File: src/rtl/ram_arbiter_pkg.sv
`default_nettype none
// ---------------------------------------------------------------------------
// ram_arbiter_pkg : shared types and defaults for the RAM arbiter | rev 1.0
// ---------------------------------------------------------------------------
package ram_arbiter_pkg;

   localparam int ADDR_W_DEF = 22;
   localparam int DATA_W_DEF = 32;
   localparam int WEN_W      = 4;

   typedef enum logic [1:0] {
      IDLE   = 2'd0,
      ACCESS = 2'd1,
      RESP   = 2'd2
   } state_t;

endpackage
`default_nettype wire

File: src/rtl/ram_arbiter_rr_arb2.sv
`default_nettype none
// ---------------------------------------------------------------------------
// rr_arb2 : combinational two-input round-robin picker | rev 1.0
// ---------------------------------------------------------------------------
module rr_arb2 (
   input  logic [1:0] req,
   input  logic       last,
   input  logic       mask,
   output logic       valid,
   output logic       sel
);

   logic [1:0] eff;

   // mask drops the requester named by last (the one being acked right now)
   always_comb begin
      eff = req;
      if (mask) begin
         eff[last] = 1'b0;
      end
      valid = |eff;
      sel   = (eff == 2'b11) ? ~last : eff[1];
   end

endmodule
`default_nettype wire

File: src/rtl/ram_arbiter.sv
`default_nettype none
// ---------------------------------------------------------------------------
// ram_arbiter : round-robin sharing of a single-port byte-write RAM | rev 1.0
// ---------------------------------------------------------------------------
module ram_arbiter
   import ram_arbiter_pkg::*;
#(
   parameter int ADDR_W = ADDR_W_DEF,
   parameter int DATA_W = DATA_W_DEF
) (
   input  logic              clk,
   input  logic              rst,
   input  logic              m0_req,
   input  logic [ADDR_W-1:0] m0_addr,
   input  logic [DATA_W-1:0] m0_wdata,
   input  logic [WEN_W-1:0]  m0_wen,
   output logic              m0_ack,
   output logic [DATA_W-1:0] m0_rdata,
   input  logic              m1_req,
   input  logic [ADDR_W-1:0] m1_addr,
   input  logic [DATA_W-1:0] m1_wdata,
   input  logic [WEN_W-1:0]  m1_wen,
   output logic              m1_ack,
   output logic [DATA_W-1:0] m1_rdata,
   output logic [WEN_W-1:0]  ram_wen,
   output logic [ADDR_W-1:0] ram_addr,
   output logic [DATA_W-1:0] ram_wdata,
   input  logic [DATA_W-1:0] ram_rdata
);

   state_t            state;
   logic              gnt;
   logic              last;
   logic              in_resp;
   logic              pick_valid;
   logic              pick_sel;
   logic [ADDR_W-1:0] sel_addr;
   logic [DATA_W-1:0] sel_wdata;
   logic [WEN_W-1:0]  sel_wen;

   assign in_resp = (state == RESP);

   // In RESP the acked owner still holds req, so it is masked and treated as last
   rr_arb2 u_pick (
      .req   ({m1_req, m0_req}),
      .last  (in_resp ? gnt : last),
      .mask  (in_resp),
      .valid (pick_valid),
      .sel   (pick_sel)
   );

   assign sel_addr  = pick_sel ? m1_addr  : m0_addr;
   assign sel_wdata = pick_sel ? m1_wdata : m0_wdata;
   assign sel_wen   = pick_sel ? m1_wen   : m0_wen;

   always_ff @(posedge clk) begin
      if (rst) begin
         state     <= IDLE;
         gnt       <= 1'b0;
         last      <= 1'b1;
         ram_wen   <= '0;
         ram_addr  <= '0;
         ram_wdata <= '0;
      end else begin
         case (state)
            IDLE: begin
               if (pick_valid) begin
                  ram_addr  <= sel_addr;
                  ram_wdata <= sel_wdata;
                  ram_wen   <= sel_wen;
                  gnt       <= pick_sel;
                  state     <= ACCESS;
               end
            end
            ACCESS: begin
               ram_wen <= '0;
               state   <= RESP;
            end
            RESP: begin
               last <= gnt;
               if (pick_valid) begin
                  ram_addr  <= sel_addr;
                  ram_wdata <= sel_wdata;
                  ram_wen   <= sel_wen;
                  gnt       <= pick_sel;
                  state     <= ACCESS;
               end else begin
                  state <= IDLE;
               end
            end
            default: begin
               ram_wen <= '0;
               state   <= IDLE;
            end
         endcase
      end
   end

   // Ack follows state directly, so it remains visible even if rst rises in RESP
   assign m0_ack   = in_resp & ~gnt;
   assign m1_ack   = in_resp &  gnt;
   assign m0_rdata = m0_ack ? ram_rdata : '0;
   assign m1_rdata = m1_ack ? ram_rdata : '0;

endmodule
`default_nettype wire

File: config.mk
export PLATFORM = sky130hd
export DESIGN_NAME = ram_arbiter
export DESIGN_NICKNAME = d
export VERILOG_FILES = /design/src/rtl/ram_arbiter_pkg.sv /design/src/rtl/ram_arbiter_rr_arb2.sv /design/src/rtl/ram_arbiter.sv
export SDC_FILE = /design/constraint.sdc
export NUM_CORES = 1
export LEC_CHECK = 0
export CORE_MARGIN = 4
export CORE_UTILIZATION = 33
export CTS_BUF_LIST = sky130_fd_sc_hd__clkbuf_4
export DETAILED_ROUTE_END_ITERATION = 6
export PLACE_DENSITY_LB_ADDON = 0.1
export SLEW_MARGIN = 20
export SYNTH_ARGS = -nofsm -noshare
export SYNTH_HDL_FRONTEND = slang
export SYNTH_HIERARCHICAL = 1
export SYNTH_SLANG_ARGS = --single-unit
File: constraint.sdc
create_clock -name clk -period 2.4 [get_ports clk]
set_input_delay 0.48 -clock clk [delete_from_list [all_inputs] [get_ports clk]]
set_output_delay 0.48 -clock clk [all_outputs]
set_load 0.005 [all_outputs]
==> deck_impl_summary.md, run 1 <==
Implementation Results

Critical path
  • Worst setup path start: gnt
  • Most frequent cell on the critical path: sky130_fd_sc_hd__buf_4
  • Largest delay contributor family on the critical path: buffers and inverters
  • Signal arrival time at the worst endpoint: 1870 ps
  • Worst R2R Start: state[0]
  • Slowest stage delay, CP: around 360 ps
  • Count of buffer and inverter cells on the critical path: 5
  • Crit Path Category: reg -> out
  • Crit-path max FO: 5
  • Required time at the worst-slack endpoint: 1920 ps
  • Cell at the slowest stage of the critical path: sky130_fd_sc_hd__dfxtp_2

Floorplan
  • Width of the die: between 100 and 150 µm
  • Fp_density: 34.5%
  • Height of the die: about 110 µm
  • Die area: 11500 µm²
  • Std-Cell Rows: 35

Pwr
  • Total power: approximately 3.1 mW
  • Total power density per cell area: roughly 460 nW/µm²
  • Leakage power figure: 3.54 nW
  • Highest ir drop seen on vdd: 0.000316 V

Clock tree
  • TritonCTS sink count: 62
  • Root buffer selected by CTS: sky130_fd_sc_hd__clkbuf_4
  • Hold bufs inserted after CTS: 0
  • Cts bufs inserted: 9
  • Setup Buffers After CTS: 3
  • Resized cells post-CTS: 11
  • Insertion delay to the later sink of the worst-skew pair: between 400 and 500 ps
  • H-tree levels: 3
  • CTS clock-pin slew for the worst setup and hold paths: around 110 ps

Placement
  • Count of buffers from port buffering: 275
  • Weighted congestion at the end of routability-driven global placement: 0.740
  • Dpl hpwl: between 9000 and 10000 µm
  • Inst Count DP: 734
  • Post-DP Area: between 6000 and 7000 µm²

Finish
  • Number of nets in the layout: just under 800
  • Core Util, Final: between 70% and 80%
  • Register area: ~1200 µm²
  • Final instance area: 6680 µm²
  • Logic area: 1810 µm²
  • Layout Area Growth over Synthesis: 106%
  • Antenna cells: 0
  • Ratio of cells with drive above 1 in the final layout: 10.2%

Yosys
  • Post-synthesis register bit count: between 60 and 70
  • Synthesized-area fraction occupied by adder cells: 0%
  • Cells after synthesis: between 300 and 400
  • Post-synth mux share: 17.9%
  • Synth logic family: simple AND/OR/NAND/NOR gates
  • Post-synthesis area per instance: ~9.2 µm²
  • Fraction of synthesized cell area in xor and xnor cells: 0%
  • Yosys cell types: 22
  • Aoi share: about 16%
  • Simple-gate portion of the synthesized area: 21.1%
  • Chip area line of the yosys report: about 3200 µm²
  • Netlist area before placement: about 3200 µm²
  • Synth warnings: 6
  • Yosys cell count: 354

STA
  • Share of the cycle needed by the critical path after routing: between 90% and 100%
  • Post-Route Skew: about 21 ps
  • Hold Worst Slack: approximately 440 ps
  • Post-layout min period: roughly 2300 ps
  • Least setup slack across all paths after layout: approximately 52 ps
  • Sum of negative setup slack: 0 ps
  • Hold violation total from the final report: 0
  • Worst slew pin tran: between 300 and 400 ps
  • Setup-failing EPs final: 0
  • Max Clk Rate: between 0.4 and 0.5 GHz

Status
  • Outcome: finished, final reports clean

Routing
  • Total number of vias: 3580
  • Final ANT Viol Nets: 0
  • Vias per inst: 4.66
  • Per-cell routed wire length: approximately 17 µm
  • Router iterations before antenna repair: 4
  • Detailed-route DRC error count: 0
  • Number of DRC markers after the initial detailed-route iteration: 91
  • Total detailed-routing wirelength: roughly 13000 µm

GRT
  • Total grt overflow: 0
  • Maximum number of pins on one net before global-route repair: 39
  • Global-route wire length before repair: between 15000 and 20000 µm

Min path
  • Worst Min Path Start: rst
  • Worst min-delay path category: in -> reg

Job
  • Count of warning messages emitted by the tools: 27
==> run 1: placed cells by master, fill, tap and decap left out, types with 2 or more instances in the layout <==
cell type	Yosys	routed
sky130_fd_sc_hd__clkdlybuf4s50_1	0	216
sky130_fd_sc_hd__and2_1	65	63
sky130_fd_sc_hd__dfxtp_1	62	59
sky130_fd_sc_hd__mux2i_1	58	58
sky130_fd_sc_hd__nor2_1	56	56
sky130_fd_sc_hd__dlymetal6s2s_1	0	54
sky130_fd_sc_hd__a211oi_1	44	44
sky130_fd_sc_hd__buf_4	4	14
sky130_fd_sc_hd__a211oi_2	10	10
sky130_fd_sc_hd__clkbuf_4	0	9
sky130_fd_sc_hd__buf_12	0	8
sky130_fd_sc_hd__a21oi_1	6	6
sky130_fd_sc_hd__o21ai_0	5	5
sky130_fd_sc_hd__dlygate4sd2_1	0	4
sky130_fd_sc_hd__buf_6	6	3
sky130_fd_sc_hd__inv_1	2	2
sky130_fd_sc_hd__and2_4	0	2
sky130_fd_sc_hd__nand2b_1	3	2
sky130_fd_sc_hd__nand2_1	2	2
sky130_fd_sc_hd__clkinv_4	0	2
sky130_fd_sc_hd__bufinv_16	0	2
sky130_fd_sc_hd__buf_16	0	2
sky130_fd_sc_hd__clkbuf_16	0	2
sky130_fd_sc_hd__dfxtp_2	0	2
==> run 1: metal layers <==
metal	global-route usage (%)	part of all wire [%]	up-vias
met4	4.29	1.9	0
li1	-	-	1791
met1	19.9	36	1611
met3	8.55	10	20
met5	0	0	-
met2	36.6	52	158
==> run 1: synthesized netlist by cell type (all sizes together) <==
master | instances | area, µm²
a31oi | 1 | 6.26
nor3b | 1 | 7.51
a21oi | 6 | 30.0
a211oi | 54 | 455
nor2b | 1 | 13.8
clkbuf | 9 | 33.8
a21o | 1 | 7.51
and3b | 1 | 8.76
dfxtp | 62 | 1240
inv | 2 | 7.51
and2 | 65 | 407
buf | 25 | 173
nand2b | 3 | 18.8
nor2 | 57 | 216
or2 | 1 | 6.26
nand2 | 2 | 7.51
o21ai | 5 | 25.0
mux2i | 58 | 581
==> run 1: area by class of cell <==
class | instances | share of cell area [%]
repair buffers | 304 | 49.1
clock buffers | 9 | 1.01
clock inverters | 7 | 1.57
inverters | 2 | 0.112
well taps | 129 | 2.42
multi-input cells | 256 | 27.1
flip-flops and latches | 62 | 18.7
==> run 1: where the power goes <==
part | switching (mW) | internal [mW]
Sequential | 0.0575 | 1.14
Clock | 0.431 | 0.436
Combinational | 0.370 | 0.635
Total | 0.858 | 2.22
==> run 1: registers in the layout, summed over array words and instances, names as in the netlist <==
| register | count |
|---|---|
| gnt | 1 |
| last | 1 |
| ram_addr | 22 |
| ram_wdata | 32 |
| ram_wen | 4 |
| state | 2 |
==> run 1: cell families (layout without fill, tap and decap cells) <==
kind of cell | after synthesis | in the layout
AOI/OAI and AO/OA | 67 | 67
buffers and inverters | 36 | 322
DFF | 62 | 62
muxes | 58 | 58
and+or+nand+nor | 131 | 131
==> run 1: path summary, 6_finish.rpt <==
kind / end / slack (ps) / cells past startpoint
hold / removal: state[0] / 440 / 2
setup / recovery: m1_rdata[24] / 50 / 7
setup reg to reg: ram_addr[4] / 230 / 10
hold reg to reg: state[1] / 460 / 1
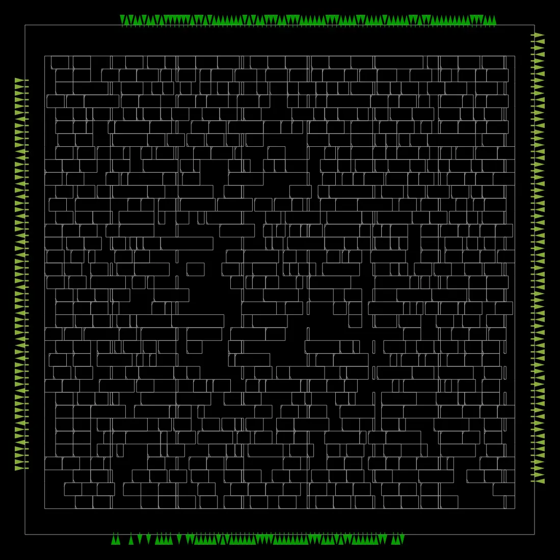
Run 1: cell outlines without signal wires
total core area: 9420 µm²
fillcell total: 731
Non-Filler Instances: 769
fraction of standard cell area that is sequential: 18.7%

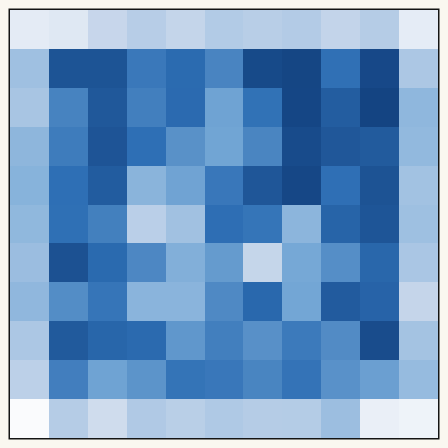
Run 1: cell area per tile
The die is cut into 11 by 11 equal tiles; white is low, dark blue is high, 0 to 100% covered.
mean over tiles: 57%
fullest tile: 92%
tiles over 75% full: 26%

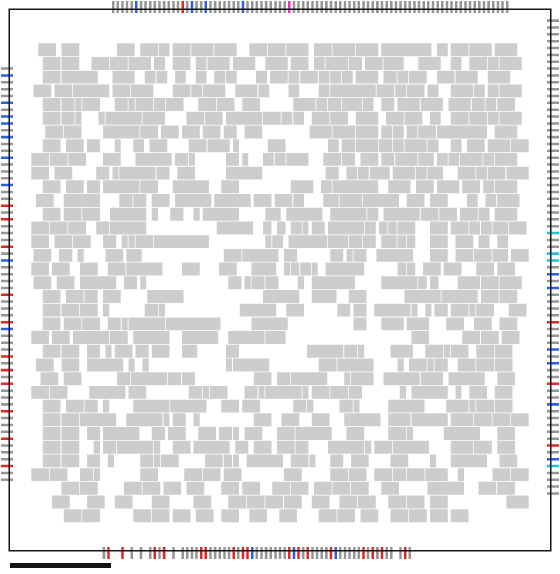
Run 1: pin placement
Bar = 20 µm. Pins as bars across the die edge, other pins in gray.
[red] `m1_wdata` | pins: 32 | direction: input | edge: 17 bottom, 11 left, 3 right, 1 top
[cyan] `m0_wen` | pins: 4 | direction: input | edge: right
[blue] `m1_addr` | pins: 22 | direction: input | edge: 9 left, 6 right, 4 top, 3 bottom
[magenta] `m1_req` | pins: 1 | direction: input | edge: top

Run 1, drive-strength map:
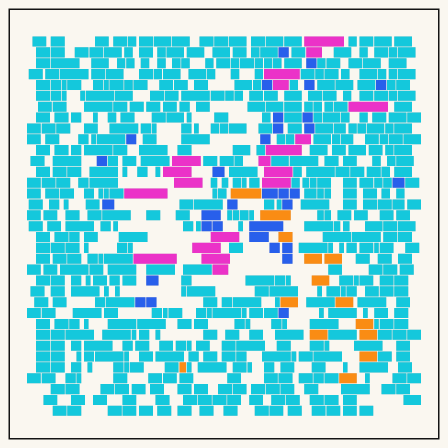

==> inputs of run 2 (changes only) <==
- CORE_ASPECT_RATIO: unset -> 1.1
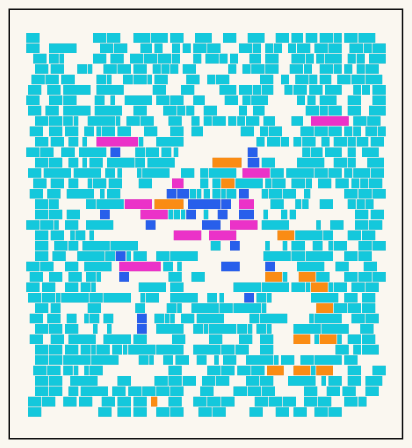
Run 2: drive-strength map
[blue] x3 and x4 | cells: 22 | share: 3.5%
[cyan] x1 and smaller | cells: 578 | share: 92%
[orange] x2 | cells: 14 | share: 2.2%
[magenta] x6 and larger | cells: 11 | share: 1.8%

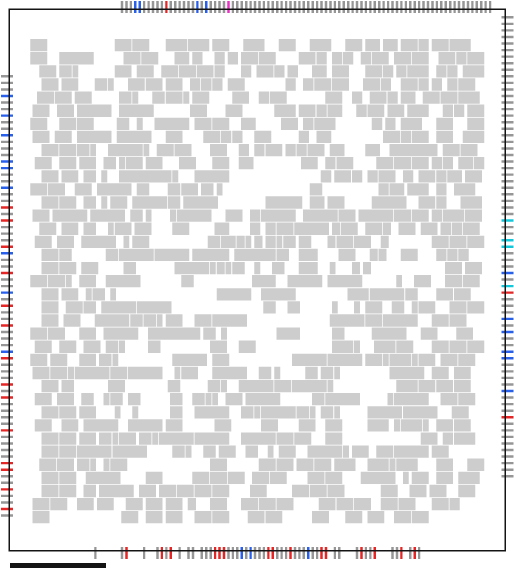
Run 2: pin placement
Bar = 20 µm. Pins as bars across the die edge, other pins in gray.
[cyan] `m0_wen` | pins: 4 | direction: input | edge: right
[blue] `m1_addr` | pins: 22 | direction: input | edge: 9 left, 6 right, 4 top, 3 bottom
[red] `m1_wdata` | pins: 32 | direction: input | edge: 15 bottom, 14 left, 2 right, 1 top
[magenta] `m1_req` | pins: 1 | direction: input | edge: top

==> run 2 against run 1 <==
Via count decreased by 3.5%; routed wire length decreased by 9.3%; power down 2.9%; die area hardly changed; synthesized cell count did not move; count of clock-buffer cells in the layout rose by 1; design area is 4.9% lower; largest cell class unchanged.
==> deck_impl_summary.md, run 2 <==
Implementation Results

Pwr
  • Sw Pwr: slightly below 0.8 mW
  • Combinational power share: around a third
  • Sequential fraction of design power: between 40% and 50%
  • Internal Power: 2.19 mW
  • Leakage power figure: about 2.8 nW
  • Total power density per cell area: 470 nW/µm²
  • Net switching fraction of the power: 26.5%
  • Total power: ~3.0 mW

Clock tree
  • Cts bufs inserted: 9
  • Insertion delay to the later sink of the worst-skew pair: between 300 and 400 ps
  • H-tree levels: 3
  • Root buffer selected by CTS: sky130_fd_sc_hd__clkbuf_4
  • Hold bufs inserted after CTS: 0
  • TritonCTS sink count: 62
  • CTS clock-pin slew for the worst setup and hold paths: roughly 90 ps

Yosys
  • Post-synthesis area per instance: 9.17 µm²
  • EDFF count, synth: 0
  • Synth warnings: 6
  • Netlist area before placement: between 3000 and 4000 µm²
  • Commonest flop: sky130_fd_sc_hd__dfxtp_1
  • Fraction of synthesis flops using an asynchronous set or reset pin: 0%
  • Cell type with the largest total area after synthesis: sky130_fd_sc_hd__dfxtp_1
  • Share of Yosys cell area claimed by the top area cell type: a little under two fifths
  • Yosys cell types: 22
  • Most frequently used cell type in the post-synthesis netlist: sky130_fd_sc_hd__and2_1
  • Top cells by area: sky130_fd_sc_hd__dfxtp_1, sky130_fd_sc_hd__mux2i_1, sky130_fd_sc_hd__and2_1, sky130_fd_sc_hd__a211oi_1, sky130_fd_sc_hd__nor2_1
  • Ranking of synthesized cells by instance count: sky130_fd_sc_hd__and2_1, sky130_fd_sc_hd__dfxtp_1, sky130_fd_sc_hd__mux2i_1

Critical path
  • Required time at the worst-slack endpoint: between 1500 and 2000 ps
  • Signal arrival time at the worst endpoint: roughly 1800 ps

Routing
  • Detailed-route DRC error count: 0
  • Number of DRC markers after the initial detailed-route iteration: ~70
  • Total detailed-routing wirelength: ~12000 µm
  • Final ANT Viol Nets: 0
  • Total number of vias: about 3500
  • Vias per inst: approximately 4.7
  • Per-cell routed wire length: 15.8 µm

Finish
  • Most common cell after layout, fill and taps aside: sky130_fd_sc_hd__clkdlybuf4s50_1
  • Core Util, Final: roughly 67%
  • Registers with the highest flip-flop counts: ram_wdata x32, ram_addr x22, ram_wen x4
  • Ratio of cells with drive above 1 in the final layout: around 7.5%
  • Number of nets in the layout: around 770
  • Most common logic cells in the final layout: sky130_fd_sc_hd__clkdlybuf4s50_1, sky130_fd_sc_hd__and2_1, sky130_fd_sc_hd__dfxtp_1
  • Max reg flops: 32
  • Fillcell total: approximately 790
  • Layout Area Growth over Synthesis: 95.6%
  • Largest register by flop count: ram_wdata

GRT
  • Global-route wire length before repair: 17200 µm
  • Maximum number of pins on one net before global-route repair: 56
  • Total grt overflow: 0

STA
  • Worst slew pin tran: about 700 ps
  • Hold Worst Slack: around 480 ps
  • Headroom to the max-slew limit: approximately 54%
  • Post-layout min period: 2310 ps
  • Sum of negative setup slack: 0 ps
  • Setup-failing EPs final: 0
  • Max Clk Rate: between 0.4 and 0.5 GHz

Floorplan
  • Total core area: between 9000 and 10000 µm²
  • Std-Cell Rows: 37
  • Die area: approximately 11000 µm²
  • Fp_density: 34.2%
  • Width of the die: about 100 µm
  • Height of the die: 112 µm

Status
  • Outcome: finished, final reports clean

Placement
  • Inst Count DP: roughly 720
  • Weighted congestion at the end of routability-driven global placement: approximately 0.74
  • Dpl hpwl: roughly 9300 µm
  • Count of buffers from port buffering: 275

Job
  • Count of warning messages emitted by the tools: 26
[run 2: cell counts after synthesis]
Identical to the previous run, type by type.
[run 2: worst max-delay path, stage by stage, from the launching register on]
cell and delay, ps:
sky130_fd_sc_hd__dfxtp_4 360, sky130_fd_sc_hd__and3b_2 270, sky130_fd_sc_hd__buf_12 160, sky130_fd_sc_hd__and2_1 150
sky130_fd_sc_hd__clkdlybuf4s50_1 510
[run 2: final timing paths]
check | from | end | slack [ps] | cells after the start
setup reg to reg | state[0] | ram_addr[7] | 240 | 10
hold / removal | state[1] | state[1] | 480 | 1
setup / recovery | state[0] | m1_rdata[11] | 90 | 4
hold reg to reg | state[1] | state[1] | 480 | 1
[run 2: layer usage]
layer,global-route usage (%),vias up,part of all wire [%]
met5,0,-,0
met4,7.26,0,2.1
met3,6.59,19,11
met2,34.2,160,51
met1,19.7,1509,35
li1,-,1765,-
[run 2: power by group through the flow]
stage	logic, mW	clock network [mW]	registers (mW)
floorplan	0.384	0	1.23
global placement	0.962	0	1.22
detailed placement	0.975	0	1.23
CTS	0.989	0.837	1.20
global route	1.05	0.881	1.22
finish	0.973	0.809	1.20
[run 2: layout make-up]
| cell class | count | area (µm²) | share of cell area (%) |
|---|---|---|---|
| Inverter | 2 | 7.51 | 0.118 |
| Multi-Input combinational cell | 256 | 1810 | 28.5 |
| Clock inverter | 6 | 85.1 | 1.34 |
| Sequential cell | 62 | 1250 | 19.6 |
| Clock buffer | 10 | 75.1 | 1.18 |
| Timing Repair Buffer | 289 | 2980 | 47.0 |
| Tap cell | 117 | 146 | 2.31 |
[run 2: repair_timing]
item,CTS,global route
gates cloned,1,0
setup endpoints to repair,60,48
pin swaps,2,0
endpoints found under the hold margin,0,0
setup buffers,4,0
resized,21,21
[run 2: cells by family (layout without fill, tap and decap cells)]
group | count (synthesis) | count (layout) | share of synthesized area (%)
muxes | 58 | 58 | 17.9
DFF | 62 | 62 | 38.2
buffers and inverters | 36 | 307 | 6.59
and+or+nand+nor | 131 | 131 | 21.1
AOI/OAI and AO/OA | 67 | 67 | 16.2
[run 2: metrics by stage]
stage | cell area [µm²] | setup WS (ps)
after CTS | 6300 | 2.74
after floorplan | 3250 | 335
after global placement | 6080 | 272
after detailed placement | 6080 | 219
after global routing | 6350 | 5.04
final | 6350 | 85.6
No activity file was given, so power comes from the tool's default toggle rates.
